Sequential cells coloured by netlist name:
Bar = 20 um. Other sequential cells in the stronger grey, the rest of the logic in the fainter grey.
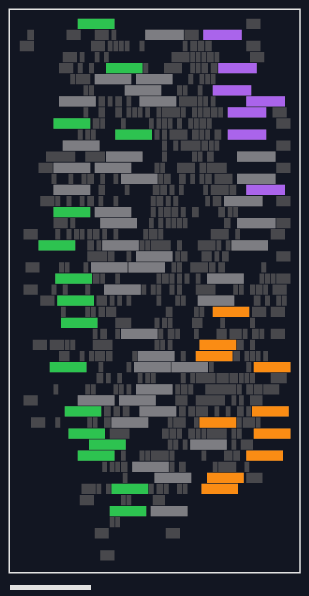
Metal 1:
Bar = 20 um. Supply wires on this layer in grey.
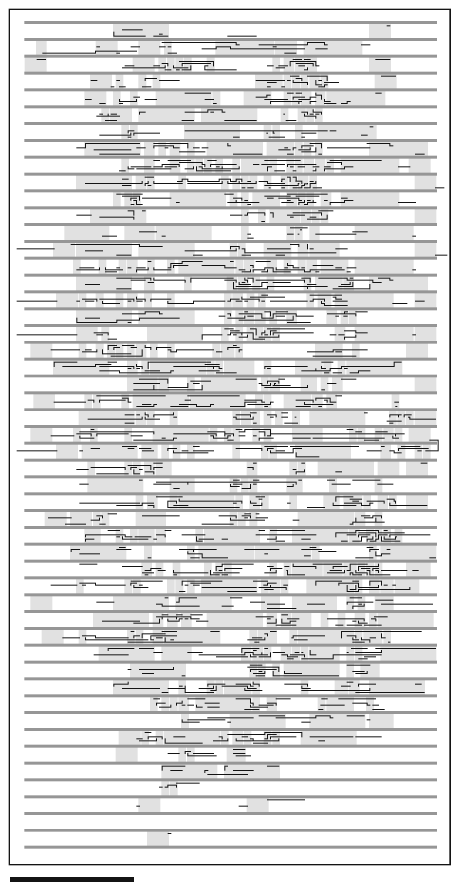
Wiring by layer:
Only two layers are drawn.
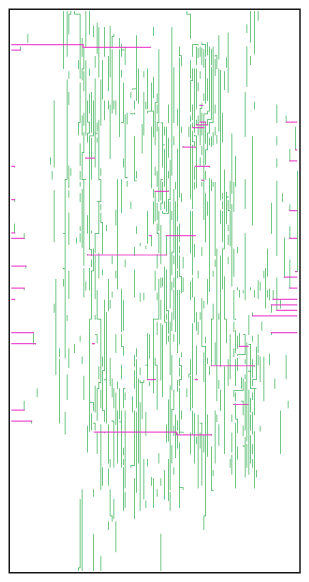
Congestion heat map:
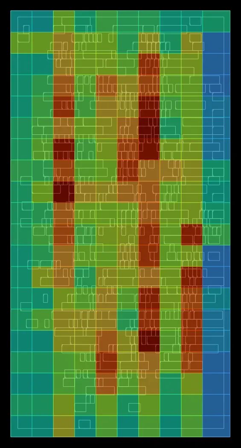
Wires at chosen ports, followed through buffers:
Bar = 20 um.
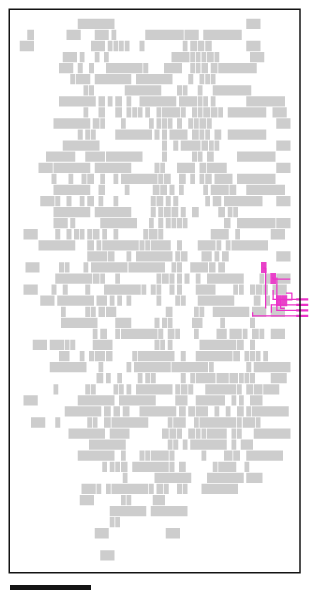
[config.mk]
export PLATFORM = sky130hd
export DESIGN_NAME = seg_scan_driver
export DESIGN_NICKNAME = d
export VERILOG_FILES = /design/src/rtl/seg_scan_driver.sv
export SDC_FILE = /design/constraint.sdc
export NUM_CORES = 1
export LEC_CHECK = 0
export ABC_AREA = 1
export CAP_MARGIN = 25
export CORE_ASPECT_RATIO = 2
export CORE_MARGIN = 2
export CORE_UTILIZATION = 40
export CTS_BUF_LIST = sky130_fd_sc_hd__clkbuf_8
export DETAILED_ROUTE_END_ITERATION = 6
export GPL_TIMING_DRIVEN = 1
export PLACE_DENSITY = 0.64
export SYNTH_ARGS = -nofsm -noshare
export SYNTH_HDL_FRONTEND = slang
export SYNTH_SLANG_ARGS = --single-unit
export TNS_END_PERCENT = 20
[constraint.sdc]
create_clock -name clk -period 2.3 [get_ports clk]
set_input_delay 0.23 -clock clk [delete_from_list [all_inputs] [get_ports clk]]
set_output_delay 0.23 -clock clk [all_outputs]
set_load 0.01 [all_outputs]
[src/rtl/seg_scan_driver.sv]
// Time-multiplexed common-anode 7-segment scanner with frame-synchronous data
// update, per-digit decimal points, leading-zero suppression, blinking and an anode guard.
module seg_scan_driver #(
  parameter int DIGITS       = 4,
  parameter int DIV          = 1024,
  parameter int GUARD        = 16,
  parameter int BLINK_FRAMES = 64
) (
  input  logic                  clk,
  input  logic                  rst_n,
  input  logic                  ena,
  input  logic                  load,
  input  logic [4*DIGITS-1:0]   data,
  input  logic [DIGITS-1:0]     dp,
  input  logic                  lz_en,
  input  logic [DIGITS-1:0]     blink_mask,
  output logic [DIGITS-1:0]     an,
  output logic [6:0]            seg,
  output logic                  seg_dp
);

  localparam int PW = (DIV > 1) ? $clog2(DIV) : 1;
  localparam int IW = (DIGITS > 1) ? $clog2(DIGITS) : 1;
  localparam int FW = (BLINK_FRAMES > 1) ? $clog2(BLINK_FRAMES) : 1;

  logic [PW-1:0]         r_presc;
  logic [IW-1:0]         r_idx;
  logic [FW-1:0]         r_frame;
  logic                  r_phase;
  logic                  r_pending;
  logic [4*DIGITS-1:0]   r_shadow_data;
  logic [DIGITS-1:0]     r_shadow_dp;
  logic [4*DIGITS-1:0]   r_disp_data;
  logic [DIGITS-1:0]     r_disp_dp;
  logic [DIGITS-1:0]     r_an;
  logic [6:0]            r_seg;
  logic                  r_seg_dp;

  logic                  w_slot_end;
  logic                  w_frame_end;
  logic                  w_guard;
  logic                  w_hard_blank;
  logic                  w_lz_blank;
  logic                  w_dp_on;
  logic [3:0]            w_nibble;
  logic [6:0]            w_seg_dec;
  logic [3:0]            w_nib [DIGITS];
  logic [DIGITS-1:0]     w_upper_zero;
  logic [DIGITS-1:0]     w_an_next;
  logic [6:0]            w_seg_next;
  logic                  w_seg_dp_next;

  assign w_slot_end  = (r_presc == PW'(DIV - 1));
  assign w_frame_end = w_slot_end && (r_idx == IW'(DIGITS - 1));

  // w_upper_zero[i]: every nibble from the top digit down to digit i is zero.
  for (genvar gi = 0; gi < DIGITS; gi++) begin : g_nib
    assign w_nib[gi]        = r_disp_data[4*gi +: 4];
    assign w_upper_zero[gi] = (r_disp_data[4*DIGITS-1 : 4*gi] == '0);
  end

  if (GUARD > 0) begin : g_guard
    assign w_guard = (r_presc < PW'(GUARD));
  end else begin : g_no_guard
    assign w_guard = 1'b0;
  end

  assign w_nibble     = w_nib[r_idx];
  assign w_dp_on      = r_disp_dp[r_idx];
  assign w_hard_blank = !ena || w_guard || (blink_mask[r_idx] && r_phase);
  assign w_lz_blank   = lz_en && (r_idx != '0) && w_upper_zero[r_idx];

  always_comb begin
    w_seg_dec = 7'h7F;
    case (w_nibble)
      4'h0: w_seg_dec = 7'h40;
      4'h1: w_seg_dec = 7'h79;
      4'h2: w_seg_dec = 7'h24;
      4'h3: w_seg_dec = 7'h30;
      4'h4: w_seg_dec = 7'h19;
      4'h5: w_seg_dec = 7'h12;
      4'h6: w_seg_dec = 7'h02;
      4'h7: w_seg_dec = 7'h78;
      4'h8: w_seg_dec = 7'h00;
      4'h9: w_seg_dec = 7'h10;
      4'hA: w_seg_dec = 7'h08;
      4'hB: w_seg_dec = 7'h03;
      4'hC: w_seg_dec = 7'h46;
      4'hD: w_seg_dec = 7'h21;
      4'hE: w_seg_dec = 7'h06;
      4'hF: w_seg_dec = 7'h0E;
      default: w_seg_dec = 7'h7F;
    endcase
  end

  // A zero-suppressed digit still lights its anode when it carries a decimal point.
  always_comb begin
    w_an_next     = '1;
    w_seg_next    = 7'h7F;
    w_seg_dp_next = 1'b1;
    if (!w_hard_blank) begin
      if (!w_lz_blank || w_dp_on) begin
        w_an_next = ~(DIGITS'(1) << r_idx);
      end
      if (!w_lz_blank) begin
        w_seg_next = w_seg_dec;
      end
      w_seg_dp_next = ~w_dp_on;
    end
  end

  always_ff @(posedge clk or negedge rst_n) begin
    if (!rst_n) begin
      r_presc <= '0;
      r_idx   <= '0;
      r_frame <= '0;
      r_phase <= 1'b0;
    end else begin
      if (w_slot_end) begin
        r_presc <= '0;
        r_idx   <= (r_idx == IW'(DIGITS - 1)) ? '0 : r_idx + IW'(1);
      end else begin
        r_presc <= r_presc + PW'(1);
      end
      if (w_frame_end) begin
        if (r_frame == FW'(BLINK_FRAMES - 1)) begin
          r_frame <= '0;
          r_phase <= ~r_phase;
        end else begin
          r_frame <= r_frame + FW'(1);
        end
      end
    end
  end

  // Display only changes on a frame boundary so a frame never mixes old and new digits.
  always_ff @(posedge clk or negedge rst_n) begin
    if (!rst_n) begin
      r_pending     <= 1'b0;
      r_shadow_data <= '0;
      r_shadow_dp   <= '0;
      r_disp_data   <= '0;
      r_disp_dp     <= '0;
    end else begin
      if (load) begin
        r_shadow_data <= data;
        r_shadow_dp   <= dp;
      end
      if (w_frame_end) begin
        r_pending <= 1'b0;
        if (load) begin
          r_disp_data <= data;
          r_disp_dp   <= dp;
        end else if (r_pending) begin
          r_disp_data <= r_shadow_data;
          r_disp_dp   <= r_shadow_dp;
        end
      end else if (load) begin
        r_pending <= 1'b1;
      end
    end
  end

  always_ff @(posedge clk or negedge rst_n) begin
    if (!rst_n) begin
      r_an     <= '1;
      r_seg    <= 7'h7F;
      r_seg_dp <= 1'b1;
    end else begin
      r_an     <= w_an_next;
      r_seg    <= w_seg_next;
      r_seg_dp <= w_seg_dp_next;
    end
  end

  assign an     = r_an;
  assign seg    = r_seg;
  assign seg_dp = r_seg_dp;

endmodule

==> CHANGELOG.md <==
## Flow update

- Net Switching: between 0.5 and 0.6 mW
- Post-CTS Setup Bufs: 0
- Die Y: between 100 and 150 um
- Min-delay worst type: primary input to async pin
- Req. time, crit path: ~2600 ps
- Synth Area per Inst: slightly above 8 um2
- Clk latency late pin: between 300 and 400 ps
- Smallest hold slack: between 300 and 400 ps
- Met3 wire len: around 210 um
- Number of routed nets with antenna violations: 0
- Ys async rst share: 100%
- OpenROAD warning count: 35
- Metal2 WL: 3.95 mm
- Reg2Reg Setup Slack: 390 ps
- Placer Congestion: around 0.86
- First-pass detailed-route iteration total: 4
- Status: finished, final reports clean
- Largest net degree at the start of global routing: between 50 and 60
- N_diodes: 0
- Adder share: ~4.5%
- Final #Nets: 529
- Final HPWL DP: 5.48 mm
- Final cell area excluding filler cells: 4230 um2
- Switching share of power: between 20% and 30%
- Basic Gates by Area: about a third
- RR Startpoint: r_idx[0]
- Vias: 2840
- Logic gate share of total power: 6.8%
- Critical path capture point type: flop
- Pint: between 1.5 and 2 mW
- Post-cts repair resize count: 0
- Comb power: about 0.16 mW
- Pre-CTS WS: between 400 and 500 ps
- Placed cell area: ~4000 um2
- Reg2reg path depth: 10
- First-pass GRT wire length: roughly 13 mm
- Crit path max fanout: 18
- Synth area leader: dfrtp_1
- Synth top cells by count: 199 x nand2_1, 60 x dfrtp_1, 57 x nand3_1
- Clk. pwr: 0.821 mW
- Yosys cell count: 444
- Total wire length: just over 7 mm
- # clock sinks: 72
- Startpoint types: flop
- Post-synth EDFFs: 0
- Sum Neg Setup Slack: 0 ps
- RSZ-0062 raised after global routing: no
- CTS tree: built
- FILL cells: just under 900
- Die Span X: roughly 71 um
- XORs/XNORs by Area: roughly 2.2%
- Max frequency: 524 MHz
- Yosys Chip Area: between 3000 and 4000 um2
- Die ar.: ~9800 um2
- Minimum clock period: between 1500 and 2000 ps
- Final WS setup: 392 ps
- Top power group: registers
- Distinct cell type count of the synthesized netlist: 30
- Row count: between 40 and 50
- Top sig layer: met4
- Post-synth seq share: 50.6%
- Slew Limit Fails: 0
- Aoi share: about 1.5%
- Vias per cell: approximately 4.8
- Top logic family: simple AND/OR/NAND/NOR gates
- Fp util: 40.4%
- Met2 usage: 29.8%
- Core Area: 8890 um2
- Sequential group power: 1.32 mW
- Post-Route M1 WL: approximately 2.8 mm
- # setup viols final: 0
- Clock Power Share: a little over a third
- Total power: approximately 2.3 mW
- Fraction of layout cells with a size suffix above 1: between 8 and 9%
- Hold Buf Count CTS: 1
- H-tree depth: 3
- Crit Reg-Reg Endpoint: seg[0]
- Vias in the first global route: about 2900
- Most common cell in the synthesized netlist: nand2_1
- CP Class: flop to flop
- Ys flop type: dfrtp_1
- Cts bufs inserted: 9
- Top cells by area: dfrtp_1 42%, nand2_1 21%, dfstp_2 8.8%
- Final Cycle Share: 82.9%
- Sequential group share of total power: 57.4%
- Static leakage: about 2.2 nW
- Fin Clk Skew: 8.43 ps
- CTS clk-pin slew, worst paths: about 70 ps
-- 'sequential cells coloured by netlist name' (at the start) --
| netlist name | colour | sequential cells |
|---|---|---|
| r_presc | orange | 10 |
| r_shadow_data | green | 16 |
| seg | purple | 7 |

-- 'metal 1' (at the start) --
wire length on this layer: 2760 um
share of all routed wire: 39%
longest straight run: 23.0 um
nets with wire on the layer: 477
main direction: horizontal

-- 'wiring by layer' (at the start) --
| layer | colour | wire length |
|---|---|---|
| M2 | green | 3950 um |
| M3 | magenta | 208 um |

-- 'congestion heat map' (at the start) --
grt peak-use layer: met2
final design utilization: 47.6%
met3 Track Usage GR: 3.43%
met1 Usage GRT: 16.7%
WL per Instance: 12.0 um

-- 'wires at chosen ports, followed through buffers' (at the start) --
| port | colour | bits | direction | end cells | buffers | wire |
|---|---|---|---|---|---|---|
| blink_mask | magenta | 4 | input | 4 | 4 | 64.3 um |
PortBufs: 40
Ports: 41

## layout make-up
type / count / area [um2] / area share, %
Clock buffer: 10 / 138 / 3.25
Clock inverter: 4 / 16.3 / 0.385
Inverter: 33 / 124 / 2.93
Multi-Input combinational cell: 324 / 1550 / 36.5
Sequential cell: 72 / 1820 / 42.9
Tap cell: 102 / 128 / 3.02
Timing Repair Buffer: 47 / 463 / 10.9
## worst max path at each step
stage / startpoint / slack, ps / end
after global routing: r_idx[0] / 140 / seg[0]
after global placement: r_idx[0] / 430 / seg[0]
after floorplan: r_idx[0] / 630 / seg[0]
final: r_idx[0] / 390 / seg[0]
after detailed placement: r_idx[0] / 410 / seg[0]
after CTS: r_idx[0] / 390 / seg[0]
## state kept, by name, summed over array words and instances, names as in the netlist
name           cells
an                 4
r_presc           10
r_disp_dp          4
r_shadow_data     16
seg                7
r_idx              2
r_pending          1
r_phase            1
r_frame            6
r_shadow_dp        4
seg_dp             1
r_disp_data       16
## cell usage in the layout, fill, tap and decap left out, types with 2 or more instances in the layout
cell type	count
a21oi_1	3
buf_4	5
clkbuf_8	10
clkdlybuf4s50_1	39
dfrtp_1	60
dfstp_2	12
ha_1	13
inv_1	32
inv_2	4
nand2_1	199
nand2_4	2
nand3_1	57
nor2_1	21
nor2_4	2
o21ai_0	6
o21ai_1	2
xnor2_1	2
xor2_1	7
## worst max-delay path, stage by stage (launching register included)
cell and delay [ps]:
dfrtp_1 440, inv_2 260, nand2_1 120, nand3_1 80, nand2_1 160, inv_1 170
ha_1 210, inv_1 90, o21ai_0 160, nand2_1 70, nand3_1 80
## metrics by stage
stage,std cells,utilization (%)
6_report,592,47.6
5_1_grt,592,47.6
4_1_cts,592,47.6
3_5_place_dp,577,45.7
3_3_place_gp,577,45.7
2_1_floorplan,444,-
Power and IR drop assume default switching activity.
